<file path="src/rtl/mac_pkg.sv">
// Shared encodings and derived sizes for the MAC cluster configuration path.
package mac_pkg;

    // Lane-split mode in cfg[1:0]
    localparam logic [1:0] MAC_SINGLE = 2'b00;
    localparam logic [1:0] MAC_DUAL   = 2'b01;
    localparam logic [1:0] MAC_QUAD   = 2'b10;

    localparam int MODE_ACC_BIT    = 2;
    localparam int MODE_SIGNED_BIT = 3;

    typedef enum logic [1:0] {
        EMPTY  = 2'd0,
        COMMIT = 2'd1,
        RUN    = 2'd2
    } ldr_state_e;

    // Mode bits at the bottom, followed by four per-lane accumulator preloads
    function automatic int cfg_width(input int conf_w, input int acc_w);
        return 4 * acc_w + conf_w;
    endfunction

    function automatic int num_beats(input int cfg_w, input int in_w);
        return (cfg_w + in_w - 1) / in_w;
    endfunction

    function automatic int lane_acc_lsb(input int k, input int conf_w, input int acc_w);
        return conf_w + k * acc_w;
    endfunction

    function automatic int lane_acc_msb(input int k, input int conf_w, input int acc_w);
        return conf_w + (k + 1) * acc_w - 1;
    endfunction

endpackage

</file>
<file path="src/rtl/mac_cfg_loader.sv">
// Byte-stream configuration loader for mac_cluster: assembles a shadow copy
// of the cfg word, commits it with a one-cycle cset strobe, then enables.
//
// state  | meaning
// -------+---------------------------------------------------------------
// EMPTY  | no valid configuration yet; en=0, accepting beats
// COMMIT | cfg just updated; cset=1, en=0, stream stalled for one cycle
// RUN    | cluster enabled on current cfg; next frame loads into shadow
module mac_cfg_loader
    import mac_pkg::*;
#(
    parameter int MAC_CONF_WIDTH = 4,
    parameter int MAC_MIN_WIDTH  = 8,
    parameter int MAC_ACC_WIDTH  = 32,
    parameter int IN_WIDTH       = 8
) (
    input  logic                                                clk,
    input  logic                                                rst,
    input  logic [IN_WIDTH-1:0]                                 in_data,
    input  logic                                                in_valid,
    input  logic                                                in_last,
    output logic                                                in_ready,
    output logic [cfg_width(MAC_CONF_WIDTH, MAC_ACC_WIDTH)-1:0] cfg,
    output logic                                                cset,
    output logic                                                en,
    output logic                                                frame_err
);

    localparam int CFG_W     = cfg_width(MAC_CONF_WIDTH, MAC_ACC_WIDTH);
    localparam int NUM_BEATS = num_beats(CFG_W, IN_WIDTH);
    localparam int CNT_W     = (NUM_BEATS > 1) ? $clog2(NUM_BEATS) : 1;

    localparam logic [CNT_W-1:0] LAST_BEAT = CNT_W'(NUM_BEATS - 1);

    localparam logic [1:0] ST_EMPTY  = EMPTY;
    localparam logic [1:0] ST_COMMIT = COMMIT;
    localparam logic [1:0] ST_RUN    = RUN;

    // Operand lanes must fit inside an accumulator lane
    if (MAC_MIN_WIDTH < 1 || MAC_MIN_WIDTH > MAC_ACC_WIDTH) begin : g_bad_lane_width
        $error("mac_cfg_loader: MAC_MIN_WIDTH must be in 1..MAC_ACC_WIDTH");
    end

    logic [1:0]       state;
    logic [CNT_W-1:0] beat_cnt;
    logic [CFG_W-1:0] shadow;
    logic [CFG_W-1:0] shadow_nxt;
    logic             beat_acc;
    logic             at_final;
    logic             good_last;
    logic             bad_frame;

    // Stall only for the commit bubble; reset holds the stream off
    assign in_ready  = !rst && (state != ST_COMMIT);
    assign beat_acc  = in_valid && in_ready;
    assign at_final  = (beat_cnt == LAST_BEAT);
    assign good_last = beat_acc && at_final && in_last;
    assign bad_frame = beat_acc && (in_last != at_final);

    assign cset = (state == ST_COMMIT);
    assign en   = (state == ST_RUN);

    // Merge the current beat into the shadow; bits of the final beat beyond
    // CFG_W have no destination and simply drop out
    always_comb begin
        shadow_nxt = shadow;
        for (int i = 0; i < CFG_W; i++) begin
            if (beat_acc && (beat_cnt == CNT_W'(i / IN_WIDTH))) begin
                shadow_nxt[i] = in_data[i % IN_WIDTH];
            end
        end
    end

    // Beat counter and shadow; any frame termination rewinds to beat 0
    always_ff @(posedge clk) begin
        if (rst) begin
            beat_cnt <= '0;
            shadow   <= '0;
        end else if (beat_acc) begin
            if (in_last || at_final) begin
                beat_cnt <= '0;
                shadow   <= '0;
            end else begin
                beat_cnt <= beat_cnt + 1'b1;
                shadow   <= shadow_nxt;
            end
        end
    end

    // cfg is written straight from the merged shadow on a good final beat
    always_ff @(posedge clk) begin
        if (rst) begin
            cfg       <= '0;
            frame_err <= 1'b0;
        end else begin
            frame_err <= bad_frame;
            if (good_last) begin
                cfg <= shadow_nxt;
            end
        end
    end

    // Loader FSM
    always_ff @(posedge clk) begin
        if (rst) begin
            state <= ST_EMPTY;
        end else begin
            case (state)
                ST_EMPTY,
                ST_RUN:    if (good_last) state <= ST_COMMIT;
                ST_COMMIT: state <= ST_RUN;
                default:   state <= ST_EMPTY;
            endcase
        end
    end

endmodule

</file>
<file path="config.mk">
export PLATFORM = sky130hd
export DESIGN_NAME = mac_cfg_loader
export DESIGN_NICKNAME = d
export VERILOG_FILES = /design/src/rtl/mac_pkg.sv /design/src/rtl/mac_cfg_loader.sv
export SDC_FILE = /design/constraint.sdc
export NUM_CORES = 1
export LEC_CHECK = 0
export CAP_MARGIN = 20
export CORE_ASPECT_RATIO = 1.5
export CORE_UTILIZATION = 40
export DETAILED_ROUTE_END_ITERATION = 16
export GPL_ROUTABILITY_DRIVEN = 1
export MAX_ROUTING_LAYER = met4
export SLEW_MARGIN = 5
export SYNTH_ARGS = -nofsm -noshare
export SYNTH_HDL_FRONTEND = slang
export SYNTH_SLANG_ARGS = --single-unit
</file>
<file path="constraint.sdc">
create_clock -name clk -period 2.4 [get_ports clk]
set_clock_uncertainty 0.2 [all_clocks]
set_input_delay 0.48 -clock clk [delete_from_list [all_inputs] [get_ports clk]]
set_output_delay 0.48 -clock clk [all_outputs]
set_load 0.005 [all_outputs]
</file>
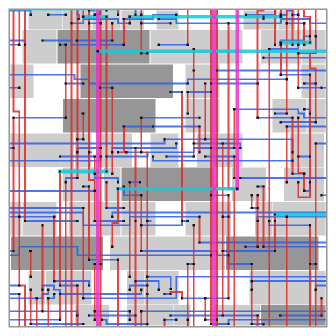
Fig. 1. A small window of the routed layout (run 1).
Region (57, 50) to (82, 75) µm. Cells in gray, sequential cells in the stronger gray; small squares are vias.
| color | layer |
|---|---|
| magenta | M4 |
| blue | M1 |
| cyan | M3 |
| red | M2 |
most frequent: buf_4 (10), nor2_1 (8), dfxtp_1 (7)
sequential cells in the window: 7
cells with their middle in the window: 50
netlist names of flops here include: shadow (6), cfg (1)

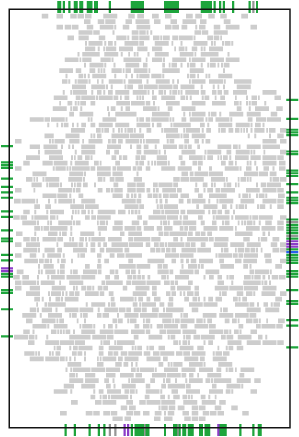
Fig. 2. Pin placement (run 1).
Drawn at 2 px/µm. Pins as bars across the die edge, other pins in gray.
| color | port | pins | direction | edge |
|---|---|---|---|---|
| blue | en | 1 | output | right |
| purple | in_data | 8 | input | 3 bottom, 3 right, 2 left |
| green | cfg | 132 | output | 41 top, 35 bottom, 35 right, 21 left |
all pins by edge: 42 bottom, 42 top, 41 right, 23 left
Die Span Y: 208.5 µm
Die Wd: 139.6 µm
port bufs: 147

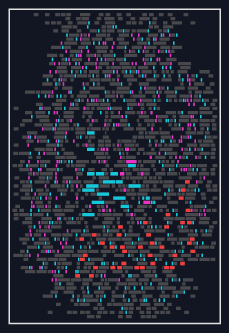
Fig. 3. Logic cells by family (run 1).
Drawn at 1.5 px/µm.
| color | family | cells | most used |
|---|---|---|---|
| cyan | nor cells | 277 | nor2_1 |
| red | mux cells | 40 | mux2i_1 |
| magenta | nand cells | 211 | nand2_1 |
Cell Count, Final, Fillers Out: 1799
Comb area share: 35.90%
Top cell excl fill/tap: dfxtp_1

==> changes_impl.md, run 1 <==
## Flow update

- Routability cong.: roughly 0.8
- Clock Latency Late Sink: about 0.55 ns
- R2r startpoint: beat_cnt[0]
- Top Layer Used: met4
- Leakage Power: ~4.9 nW
- Status: finished, final reports clean
- Most frequent cells in the layout: dfxtp_1 (267), nor2_1 (258), nand2_1 (188), clkdlybuf4s50_1 (145), a22oi_1 (126)
- CTS Hold Buffers Added: 0
- Combinational power share: 4.6%
- Mapped cell area: around 11000 µm²
- RSZ-0062 raised after global routing: false
- Vias in the first global route: 9325
- Placed cell count: between 1500 and 2000
- Stage-log warning count: 35
- Max reg flops: around 130
- F_max: 429.8 MHz
- Layout cells sized above 1: ~17%
- First-pass GRT wire length: ~54 mm
- Critical path arrival: 1.65 ns
- Synth mux share: 3.523%
- # Cells Yosys: 1256
- Clk sinks: 268
- Synthesis-to-finish area growth: 31.08%
run 1: worst reg2reg max path: stages (launching register included):
cell	delay, ns
dfxtp_1	0.33
inv_1	0.07
ha_1	0.22
and4bb_1	0.22
inv_2	0.09
ha_4	0.18
nand2_8	0.12
nor4b_4	0.38
buf_6	0.21
a22oi_1	0.09
nor2_1	0.11
run 1: power by group through the flow:
stage          clock, mW  combinational [mW]  sequential, mW
2_1_floorplan          0               0.208            4.55
3_3_place_gp           0               0.411            4.55
3_5_place_dp           0               0.411            4.55
4_1_cts             4.44               0.423            4.45
5_1_grt             4.65               0.449            4.45
6_report            4.38               0.429            4.45
run 1: per-stage QoR:
stage	hold WS, ns	instance area, µm²	setup slack (ns)
4_1_cts	0.04540	14860	-0.01798
3_5_place_dp	0.2496	13850	-0.2576
2_1_floorplan	0.2271	11370	0.009442
6_report	0.05950	14900	0.07336
5_1_grt	0.05483	14900	0.005427
3_3_place_gp	0.2364	13850	-0.2306
run 1: synthesized netlist by cell type (6+ instances only):
cell	n
nand3_1	15
clkbuf_2	6
ha_1	7
nor2_1	258
nand2_1	189
mux2i_1	40
dfxtp_1	268
buf_6	14
a21oi_1	12
a211oi_1	40
inv_1	7
o211ai_1	15
nor4b_4	8
buf_4	9
buf_2	41
a22oi_1	126
and3_1	16
and4bb_2	6
a311oi_1	49
a311oi_2	38
clkbuf_1	58
run 1: cell type report:
cell class                      count  area, µm²
Clock inverter                      6      105.1
Fill cell                        2548      13070
Timing Repair Buffer              281       2804
Multi-Input combinational cell    849       5349
Clock buffer                       41      808.3
Tap cell                          346      432.9
Sequential cell                   268       5366
Inverter                            8      32.53
run 1: per-layer routing:
metal,GRT usage [%],up-vias
li1,-,4828
met1,29.34,4761
met2,41.29,262
met3,2.232,61
met4,8.564,0
met5,-,-
## Run 2: what changed since run 1
Settings changed: ABC_CLOCK_PERIOD_IN_PS set to 2400.
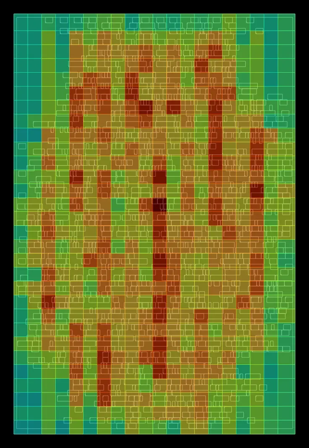
Fig. 4. Routing congestion map (run 2).
final core occ: 53.28%
grt met3 use: 2.232%
WL/cell: 19.12 µm
grt peak-use layer: met2
Total GRT Usage: 24.07%

==> run 2 against run 1 <==
Against the previous run: fmax unchanged; area after synthesis unchanged; critical path depth unchanged; setup slack unchanged; design area unchanged; first-iteration DRC count unchanged; synthesized cell count unchanged; core utilization unchanged; hold slack unchanged; via count unchanged; largest power group unchanged.
==> changes_impl.md, run 2 <==
## Flow update

- Design area: 14900 µm²
- Critical path arrival: 1.65 ns
- Synth mux share: around 3.5%
- Clock Latency Late Sink: 0.55 ns
- Status: finished, final reports clean
- Count leader, synth: dfxtp_1
- Clk sinks: between 200 and 300
- F_max: 429.8 MHz
- Vias in the first global route: 9325
- Pwr Density: 621.4 nW/µm²
- DP Area: 13850 µm²
- Final Worst Setup Slack: 0.07336 ns
- Die Span Y: 208.5 µm
- Max reg flops: 132
- Cell Count, Final, Fillers Out: about 1800
- Placed cell count: 1742
- Logic area: 5349 µm²
- CTS Hold Buffers Added: 0
- RSZ-0062 raised after global routing: false
- # Cells Yosys: 1256
- Die Wd: 139.6 µm
- Number of antenna diodes: 0
- Synthesis-to-finish area growth: 31.08%
- Stage-log warning count: 35
- Mapped cell area: 11370 µm²
- Seq. cell area: 5366 µm²
- Fillers: around 2500
- First-pass GRT wire length: roughly 54 mm
- Most frequent cells in the layout: dfxtp_1 (267), nor2_1 (258), nand2_1 (188), clkdlybuf4s50_1 (145), a22oi_1 (126)
- Top cell excl fill/tap: dfxtp_1
- Routability cong.: 0.8218
- Layout cells sized above 1: 16.79%
## run 2: kinds of logic after synthesis
family | Yosys count
buf+inv | 139
compound gates | 284
simple gates | 518
fa+ha+maj | 7
mux | 40
flops | 268
## run 2: worst reg2reg max path, stage by stage, from the launching register on
cell	delay (ns)
dfxtp_1	0.33
inv_1	0.07
ha_1	0.22
and4bb_1	0.22
inv_2	0.09
ha_4	0.18
nand2_8	0.12
nor4b_4	0.38
buf_6	0.21
a22oi_1	0.09
nor2_1	0.11
## run 2: final timing paths
| check | start | end | slack (ns) | cells after the start |
|---|---|---|---|---|
| worst max register to register | beat_cnt[0] | shadow[99] | 0.12 | 10 |
| worst max-delay path | state[1] | cset | 0.07 | 3 |
| worst min register to register | cfg[131] | cfg[131] | 0.26 | 2 |
| worst min-delay path | rst | shadow[25] | 0.06 | 2 |
## run 2: power by group
group	total, mW	switching (mW)	internal, mW	leakage (nW)
clock	4.38	1.76	2.62	0.451
combinational	0.429	0.289	0.140	2.25
sequential	4.45	0.00174	4.45	2.16
total	9.26	2.05	7.21	4.86
## run 2: what timing repair did
action,CTS,global route
setup buffers,9,1
endpoints found under the setup margin,72,100
pin swaps,10,3
resized,6,9
## run 2: through the flow
step           hold slack (ns)  util, %
6_report               0.05950    53.28
5_1_grt                0.05483    53.28
4_1_cts                0.04540    53.14
3_5_place_dp            0.2496    49.54
3_3_place_gp            0.2364    49.54
2_1_floorplan           0.2271        -
## run 2: cell type report
cell class | instances | area share [%]
clock buffers | 41 | 5.425
clock inverters | 6 | 0.7055
inverters | 8 | 0.2184
multi-input cells | 849 | 35.90
flip-flops and latches | 268 | 36.02
well taps | 346 | 2.906
repair buffers | 281 | 18.82
## run 2: layer usage
metal,routed length (µm),track usage (%)
met5,0,-
met4,1029,8.564
met3,1221,2.232
met2,17300,41.29
met1,14850,29.34
Power figures rest on the tool's default switching activity, not on a simulated workload.
